==> images/class_map.png <==
(10 px per um) Fill, decap, tap and diode cells in grey.
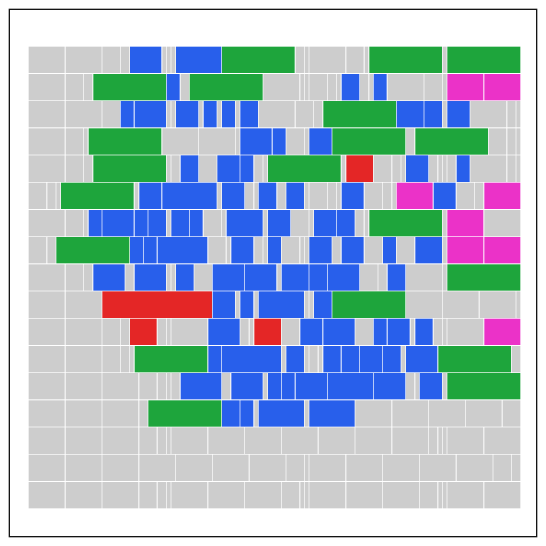
==> images/floorplan.png <==
(8 px per um) Pins as bars on the die edge.
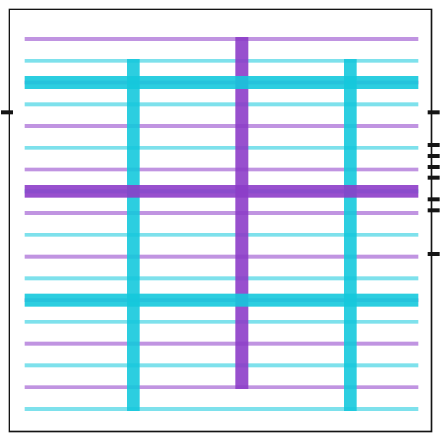
==> images/clock_wires.png <==
(12 px per um)
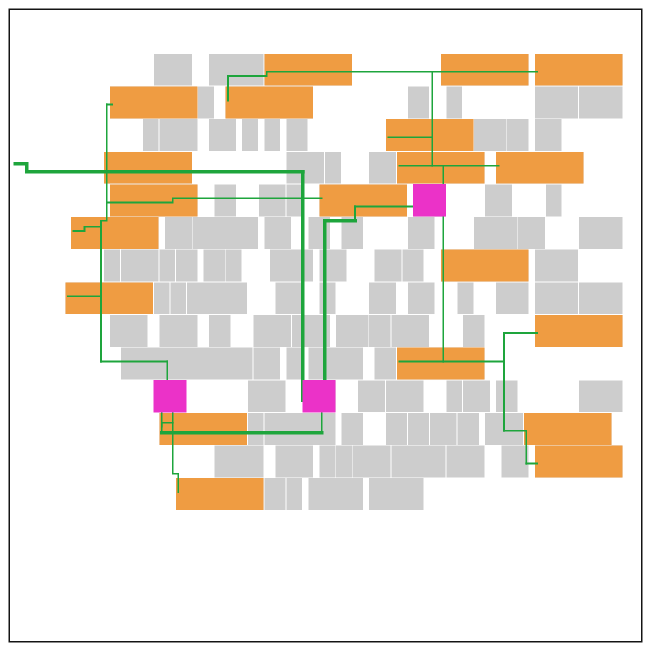
==> images/ff_map.png <==
(10 px per um) Other sequential cells in the stronger grey, the rest of the logic in the fainter grey.
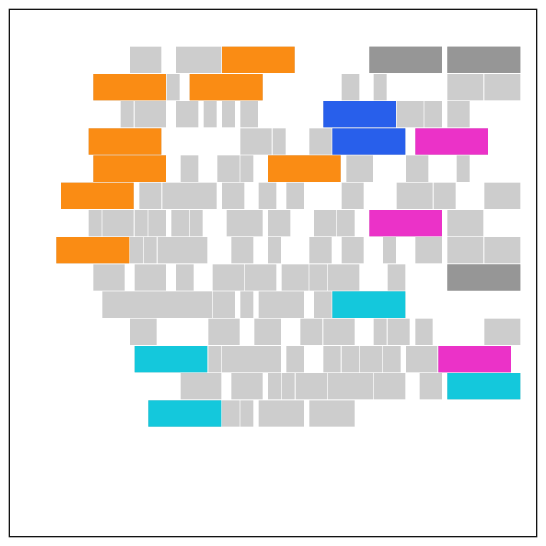
==> src/rtl/rst_seq_pkg.sv <==
// Shared types and elaboration helpers for the staged reset sequencer.
// Optional watchdog: RST_SEQ_WDOG_EN (see rst_seq_ctrl).
package rst_seq_pkg;

   typedef enum logic [1:0] {
      S_HOLD = 2'd0,
      S_REL  = 2'd1,
      S_RUN  = 2'd2
   } state_e;

   localparam int MAX_STAGES = 8;

   // The counters only ever reach (limit-1), so the largest limit must stay below 2**cnt_w.
   function automatic logic cnt_w_ok(input int cnt_w, input int hold, input int gap, input int wdog);
      longint m;
      m = longint'(hold);
      if (longint'(gap) > m) m = longint'(gap);
      if (longint'(wdog) > m) m = longint'(wdog);
      return (cnt_w >= 1) && (cnt_w <= 62) && (m < (longint'(1) << cnt_w));
   endfunction

endpackage

==> src/rtl/rst_seq_if.sv <==
// Request/status bundle between the reset sequencer (slave) and its controller (master).
// wdog_kick exists only when RST_SEQ_WDOG_EN is defined.
interface rst_seq_if #(parameter int NUM_STAGES = 3);

   // soft_rst_req is a level: every cycle it is sampled high produces one soft_rst_ack pulse,
   // no ready/backpressure; stage_rst_n/seq_busy/seq_done are registered status outputs.
   logic                  soft_rst_req;
   logic                  soft_rst_ack;
   logic [NUM_STAGES-1:0] stage_rst_n;
   logic                  seq_busy;
   logic                  seq_done;
`ifdef RST_SEQ_WDOG_EN
   logic                  wdog_kick;

   modport master (output soft_rst_req, output wdog_kick,
                   input  soft_rst_ack, input stage_rst_n, input seq_busy, input seq_done);
   modport slave  (input  soft_rst_req, input wdog_kick,
                   output soft_rst_ack, output stage_rst_n, output seq_busy, output seq_done);
`else
   modport master (output soft_rst_req,
                   input  soft_rst_ack, input stage_rst_n, input seq_busy, input seq_done);
   modport slave  (input  soft_rst_req,
                   output soft_rst_ack, output stage_rst_n, output seq_busy, output seq_done);
`endif

endinterface

==> src/rtl/rst_seq_cnt.sv <==
// Up-counter with synchronous clear, enable and a terminal-match flag.
module rst_seq_cnt #(
   parameter int CNT_W = 8
) (
   input  logic             clk,
   input  logic             rst_n,
   input  logic             clr,
   input  logic             en,
   input  logic [CNT_W-1:0] term,
   output logic             hit
);

   logic [CNT_W-1:0] cnt_q, cnt_d;

   always_comb begin
      cnt_d = cnt_q;
      if (clr)     cnt_d = '0;
      else if (en) cnt_d = cnt_q + CNT_W'(1);
   end

   always_ff @(posedge clk) begin
      if (!rst_n) cnt_q <= '0;
      else        cnt_q <= cnt_d;
   end

   assign hit = (cnt_q == term);

endmodule

==> src/rtl/rst_seq_ctrl.sv <==
// Staged reset release sequencer: holds all stages, then releases stage 0..N-1 at fixed gaps.
// Define RST_SEQ_WDOG_EN to add the S_RUN watchdog that restarts the sequence when not kicked.
module rst_seq_ctrl
   import rst_seq_pkg::*;
#(
   parameter int NUM_STAGES  = 3,
   parameter int HOLD_CYCLES = 16,
   parameter int STAGE_GAP   = 8,
   parameter int CNT_W       = 8,
   parameter int WDOG_CYCLES = 200
) (
   input  logic     clk,
   input  logic     rst_n,
   rst_seq_if.slave bus
);

   if (NUM_STAGES < 1 || NUM_STAGES > MAX_STAGES) begin : g_bad_stages
      $error("rst_seq_ctrl: NUM_STAGES must be 1..8");
   end
   if (HOLD_CYCLES < 1 || STAGE_GAP < 1) begin : g_bad_timing
      $error("rst_seq_ctrl: HOLD_CYCLES and STAGE_GAP must be >= 1");
   end
   if (!cnt_w_ok(CNT_W, HOLD_CYCLES, STAGE_GAP, WDOG_CYCLES)) begin : g_bad_cnt_w
      $error("rst_seq_ctrl: CNT_W too narrow for the configured cycle counts");
   end

   localparam logic [CNT_W-1:0] HOLD_TERM = CNT_W'(HOLD_CYCLES - 1);
   localparam logic [CNT_W-1:0] GAP_TERM  = CNT_W'(STAGE_GAP - 1);
   localparam logic [3:0]       LAST_STG  = 4'(NUM_STAGES - 1);

   state_e                state_q, state_d;
   logic [3:0]            stg_q, stg_d;
   logic [NUM_STAGES-1:0] stage_q, stage_d;
   logic                  busy_q, busy_d;
   logic                  ack_q, ack_d;
   logic                  done_q, done_d;

   logic                  restart;
   logic                  wdog_trip;
   logic                  tmr_hit;
   logic [CNT_W-1:0]      tmr_term;

   assign restart  = bus.soft_rst_req | wdog_trip;
   assign tmr_term = (state_q == S_HOLD) ? HOLD_TERM : GAP_TERM;

   // One timer serves both the initial hold and every inter-stage gap.
   rst_seq_cnt #(.CNT_W(CNT_W)) u_tmr (
      .clk   (clk),
      .rst_n (rst_n),
      .clr   (restart | tmr_hit | (state_q == S_RUN)),
      .en    (state_q != S_RUN),
      .term  (tmr_term),
      .hit   (tmr_hit)
   );

`ifdef RST_SEQ_WDOG_EN
   localparam logic [CNT_W-1:0] WDOG_TERM = CNT_W'(WDOG_CYCLES - 1);
   logic wdog_hit;

   rst_seq_cnt #(.CNT_W(CNT_W)) u_wdog (
      .clk   (clk),
      .rst_n (rst_n),
      .clr   (bus.wdog_kick | restart | (state_q != S_RUN)),
      .en    (state_q == S_RUN),
      .term  (WDOG_TERM),
      .hit   (wdog_hit)
   );

   assign wdog_trip = (state_q == S_RUN) & wdog_hit & ~bus.wdog_kick;
`else
   assign wdog_trip = 1'b0;
`endif

   always_comb begin
      state_d = state_q;
      stg_d   = stg_q;
      stage_d = stage_q;
      ack_d   = 1'b0;
      done_d  = 1'b0;
      if (restart) begin
         // A request outranks a coincident last-stage release, so done never pairs with ack.
         state_d = S_HOLD;
         stg_d   = 4'd0;
         stage_d = '0;
         ack_d   = 1'b1;
      end else begin
         case (state_q)
            S_HOLD: begin
               if (tmr_hit) begin
                  stage_d[0] = 1'b1;
                  stg_d      = 4'd1;
                  state_d    = (NUM_STAGES == 1) ? S_RUN : S_REL;
                  done_d     = (NUM_STAGES == 1);
               end
            end
            S_REL: begin
               if (tmr_hit) begin
                  for (int i = 0; i < NUM_STAGES; i++) begin
                     if (stg_q == 4'(i)) stage_d[i] = 1'b1;
                  end
                  stg_d = stg_q + 4'd1;
                  if (stg_q == LAST_STG) begin
                     state_d = S_RUN;
                     done_d  = 1'b1;
                  end
               end
            end
            S_RUN:   ;
            default: state_d = S_HOLD;
         endcase
      end
      busy_d = ~(&stage_d);
   end

   always_ff @(posedge clk) begin
      if (!rst_n) begin
         state_q <= S_HOLD;
         stg_q   <= 4'd0;
         stage_q <= '0;
         busy_q  <= 1'b1;
         ack_q   <= 1'b0;
         done_q  <= 1'b0;
      end else begin
         state_q <= state_d;
         stg_q   <= stg_d;
         stage_q <= stage_d;
         busy_q  <= busy_d;
         ack_q   <= ack_d;
         done_q  <= done_d;
      end
   end

   assign bus.stage_rst_n  = stage_q;
   assign bus.seq_busy     = busy_q;
   assign bus.seq_done     = done_q;
   assign bus.soft_rst_ack = ack_q;

endmodule

==> src/flat_wrapper.sv <==
// flat-port wrapper written by rule: the top's interface ports become plain ports
module rst_seq_ctrl_flat import rst_seq_pkg::*;
#(
   parameter int NUM_STAGES  = 3,
   parameter int HOLD_CYCLES = 16,
   parameter int STAGE_GAP   = 8,
   parameter int CNT_W       = 8,
   parameter int WDOG_CYCLES = 200
)
  (clk, rst_n, bus_soft_rst_req, bus_soft_rst_ack, bus_stage_rst_n, bus_seq_busy, bus_seq_done);
  rst_seq_if #(.NUM_STAGES(NUM_STAGES)) bus_i ();
  input  logic clk;
  input  logic rst_n;
  input wire logic [$bits(bus_i.soft_rst_req)-1:0] bus_soft_rst_req;
  output wire logic [$bits(bus_i.soft_rst_ack)-1:0] bus_soft_rst_ack;
  output wire logic [$bits(bus_i.stage_rst_n)-1:0] bus_stage_rst_n;
  output wire logic [$bits(bus_i.seq_busy)-1:0] bus_seq_busy;
  output wire logic [$bits(bus_i.seq_done)-1:0] bus_seq_done;
  assign bus_i.soft_rst_req = bus_soft_rst_req;
  assign bus_soft_rst_ack = bus_i.soft_rst_ack;
  assign bus_stage_rst_n = bus_i.stage_rst_n;
  assign bus_seq_busy = bus_i.seq_busy;
  assign bus_seq_done = bus_i.seq_done;
  rst_seq_ctrl #(.NUM_STAGES(NUM_STAGES), .HOLD_CYCLES(HOLD_CYCLES), .STAGE_GAP(STAGE_GAP), .CNT_W(CNT_W), .WDOG_CYCLES(WDOG_CYCLES)) u_core (.clk(clk), .rst_n(rst_n), .bus(bus_i));
endmodule
==> config.mk <==
export PLATFORM = sky130hd
export DESIGN_NAME = rst_seq_ctrl_flat
export DESIGN_NICKNAME = d
export VERILOG_FILES = /design/src/rtl/rst_seq_pkg.sv /design/src/rtl/rst_seq_if.sv /design/src/rtl/rst_seq_cnt.sv /design/src/rtl/rst_seq_ctrl.sv /design/src/flat_wrapper.sv
export SDC_FILE = /design/constraint.sdc
export NUM_CORES = 1
export LEC_CHECK = 0
export CORE_MARGIN = 1.5
export CORE_UTILIZATION = 40
export CTS_CLUSTER_SIZE = 10
export DETAILED_ROUTE_END_ITERATION = 10
export PLACE_DENSITY = 0.71
export SLEW_MARGIN = 30
export SYNTH_ARGS = -nofsm -noshare
export SYNTH_HDL_FRONTEND = slang
export SYNTH_SLANG_ARGS = --single-unit
==> constraint.sdc <==
create_clock -name clk -period 4.9 [get_ports clk]
set_input_delay 0.98 -clock clk [delete_from_list [all_inputs] [get_ports clk]]
set_output_delay 0.98 -clock clk [all_outputs]
set_load 0.02 [all_outputs]
==> results.sh <==
# source this file to load flow results
export IMPL_num_vias=816
export IMPL_routed_wl_met3_um=109
export IMPL_slew_headroom_pct=59.7
export IMPL_diodes=0
export IMPL_tns_ps=0
export IMPL_warning_count=29
export IMPL_dpl_worst_slack_ps=2440
export IMPL_detail_route_antenna_nets=0
export IMPL_maxSlewViolCount=0
export IMPL_grt_util_met3_pct=5.43
export IMPL_worst_pin_slew_ps=604
export IMPL_grt_usage_pct=15.9
export IMPL_finalSetupViolCount=0
export IMPL_avgRoutedWirePerCell_um=13.1
export IMPL_p_seq_uw=165
export IMPL_antenna_found_initial=0
export IMPL_num_io_pins=9
export IMPL_hold_path_class="reg2reg"
export IMPL_ctsResizeCount=0
export IMPL_grt_pass1_wl_mm=3.16
export IMPL_dpl_cell_area_mm2=0.00109
export IMPL_ys_flop_type="dfxtp_1"
export IMPL_path_delay_family="buffers and inverters"
export IMPL_post_cts_buffers=0
export IMPL_yosys_top_cells_count="20 x dfxtp_1, 10 x nor2_1, 7 x a21oi_1, 7 x nand2_1"
export IMPL_p_seq_share_pct=53.7
export IMPL_cp_required_ps=3920
export IMPL_powerDensity_mw_per_mm2=268
export IMPL_cts_buffers=3
export IMPL_synth_warnings=0
export IMPL_grtUsageMet2_pct=23.5
export IMPL_cts_tree="yes"
export IMPL_ctsRootBufferMaster="clkbuf_4"
export IMPL_ys_async_sr_fraction_pct=0
export IMPL_slowest_delay_ps=610
export IMPL_chip_area_mm2=0.00277
export IMPL_clkTransAtPathRegs_ps=110
export IMPL_synth_xor_area_share_pct=5.34
export IMPL_mux_area_share_pct=0
export IMPL_crit_type="reg2out"
export IMPL_clkPwrFrac_pct=43.2
export IMPL_critPathLaunchType="flip-flop"
export IMPL_htreeDepth=1
export IMPL_globalRouteMet1Util_pct=20.6
export IMPL_cp_arrival_ps=1280
export IMPL_synth_nets=117
export IMPL_grt_max_degree=17
export IMPL_wl_met1_um=937
export IMPL_p_clk_uw=133
export IMPL_simple_gate_share_pct=29.3
export IMPL_routed_top_layer="met4"
export IMPL_holdWs_ps=482
export IMPL_hpwl_mm=1.38
export IMPL_power_combinational_uw=9.40
export IMPL_drt_initial_drc_count=36
export IMPL_area_leaders="dfxtp_1 41%, ha_1 6.4%, nor2_1 3.8%, a21oi_1 3.6%, xnor2_1 3.6%"
export IMPL_path_max_fanout=3
export IMPL_io_buffer_count=8
export IMPL_total_power_uw=307
export IMPL_design_area_mm2=0.00114
export IMPL_top_cell_area_share_pct=40.7
export IMPL_status="finished, final reports clean"
export IMPL_clk_latency_ps=300
export IMPL_drv_cap=0
export IMPL_grt_pass1_vias=673
export IMPL_fp_util_pct=43.2
export IMPL_rows=17
export IMPL_dp_cells=143
export IMPL_fin_crit_ps=2260
export IMPL_adder_share_pct=6.36
export IMPL_max_freq_mhz=442
export IMPL_final_cell_count_no_fill=147
export IMPL_period_used_pct=46.2
export IMPL_netlist_instances=109
export IMPL_rsz0062_at_grt="no"
export IMPL_synth_dominant_cell_count="dfxtp_1"
export IMPL_largest_area_cell="dfxtp_1"
export IMPL_logic_family="simple AND/OR/NAND/NOR gates"
export IMPL_drc=0
export IMPL_totalWireLength_mm=1.93
export IMPL_ys_ff=20
export IMPL_edf_count=0
export IMPL_hold_buffers=0
export IMPL_p_int_uw=251
export IMPL_cts_buffer_depth=2
export IMPL_power_leader="sequential cells"
export IMPL_yosys_stat_cells=109
export IMPL_hold_violations=0
export IMPL_wl_met2_um=846
export IMPL_ys_seq_share_pct=40.7
export IMPL_fin_nets=128
export IMPL_firstDrtPassIters=4
export IMPL_cts_sinks=20
export IMPL_cp_slowest_cell="clkdlybuf4s50_1"
export IMPL_avgSynthCellArea_um2=9.02
export IMPL_p_leak_nw=0.380
export IMPL_fin_worst_skew_ps=8.02
export IMPL_switching_power_uw=56.1
## Picture notes: class_map.png
Key: remaining logic cells = blue [cells 87, share of their area 52%]; clock drivers and dummy loads = red [cells 4, share of their area 4.7%]; registers = green [cells 20, share of their area 36%]; remaining buffers and delay cells = magenta [cells 8, share of their area 7.2%]

## Picture notes: floorplan.png
Key: VDD = purple; VSS = cyan
9 signal pins sit on the boundary. 3 straps on met5.
core area: 0.00228 mm2
chip width: 52.6 um
Peak VDD IR: 308 uV

## Picture notes: clock_wires.png
Key: flip-flops = orange [count 20]; clock-net drivers = magenta [count 3]; clock wires = green [length 243 um]
There are 4 routed clock nets.

## Picture notes: ff_map.png
Key: u_core.state_q = blue [flops 2]; u_core.u_tmr.cnt_q = orange [flops 8, where north-west]; u_core.bus.stage_rst_n = magenta [flops 3]; u_core.stg_q = cyan [flops 4]
Another 3 sequential cells are not coloured.
Seq area share: 35.0%
Reg area: 400 um2
Core Util, Final: 50.2%

cell usage in the layout, fill, tap and decap left out, drive strengths merged:
| cell type | instances |
|---|---|
| dfxtp | 20 |
| nor2 | 10 |
| clkdlybuf4s50 | 8 |
| a21oi | 8 |
| nand2 | 7 |
| a31oi | 5 |
| nand3 | 5 |
| ha | 5 |
| inv | 4 |
| nor2b | 4 |
| xnor2 | 4 |
| o21ai | 4 |
| nor3 | 3 |
| nand4 | 3 |
| nor4 | 3 |
| clkbuf | 3 |
| nand2b | 2 |
| nor3b | 2 |
| a2bb2oi | 2 |
| and2 | 2 |
| xor2 | 2 |
| nor4b | 2 |
| nor4bb | 1 |
| or4b | 1 |
| or3b | 1 |
| nand4b | 1 |
| or2 | 1 |
| o32ai | 1 |
| nand3b | 1 |
| a41oi | 1 |
| a32oi | 1 |
| o221a | 1 |
| bufinv | 1 |
worst paths after layout:
path / from / to / slack, ps / cells past startpoint
worst max register to register: u_core.u_tmr.cnt_q[1] / u_core.stg_q[1] / 3010 / 5
worst max-delay path: u_core.bus.stage_rst_n[0] / bus_stage_rst_n[0] / 2640 / 1
worst min register to register: u_core.u_tmr.cnt_q[0] / u_core.u_tmr.cnt_q[0] / 480 / 1
worst min-delay path: u_core.u_tmr.cnt_q[0] / u_core.u_tmr.cnt_q[0] / 480 / 1
layout make-up:
class	count	area (um2)
fillers	214	1130
multi-input cells	83	561
flip-flops and latches	20	400
repair buffers	8	80.1
well taps	28	35.0
clock inverters	1	30.0
clock buffers	3	22.5
inverters	4	15.0
flip-flops by register name, summed over array words and instances, names as in the netlist:
signal / flops
u_core.u_tmr.cnt_q: 8
u_core.stg_q: 4
u_core.bus.stage_rst_n: 3
u_core.state_q: 2
u_core.bus.seq_busy: 1
u_core.bus.seq_done: 1
u_core.bus.soft_rst_ack: 1
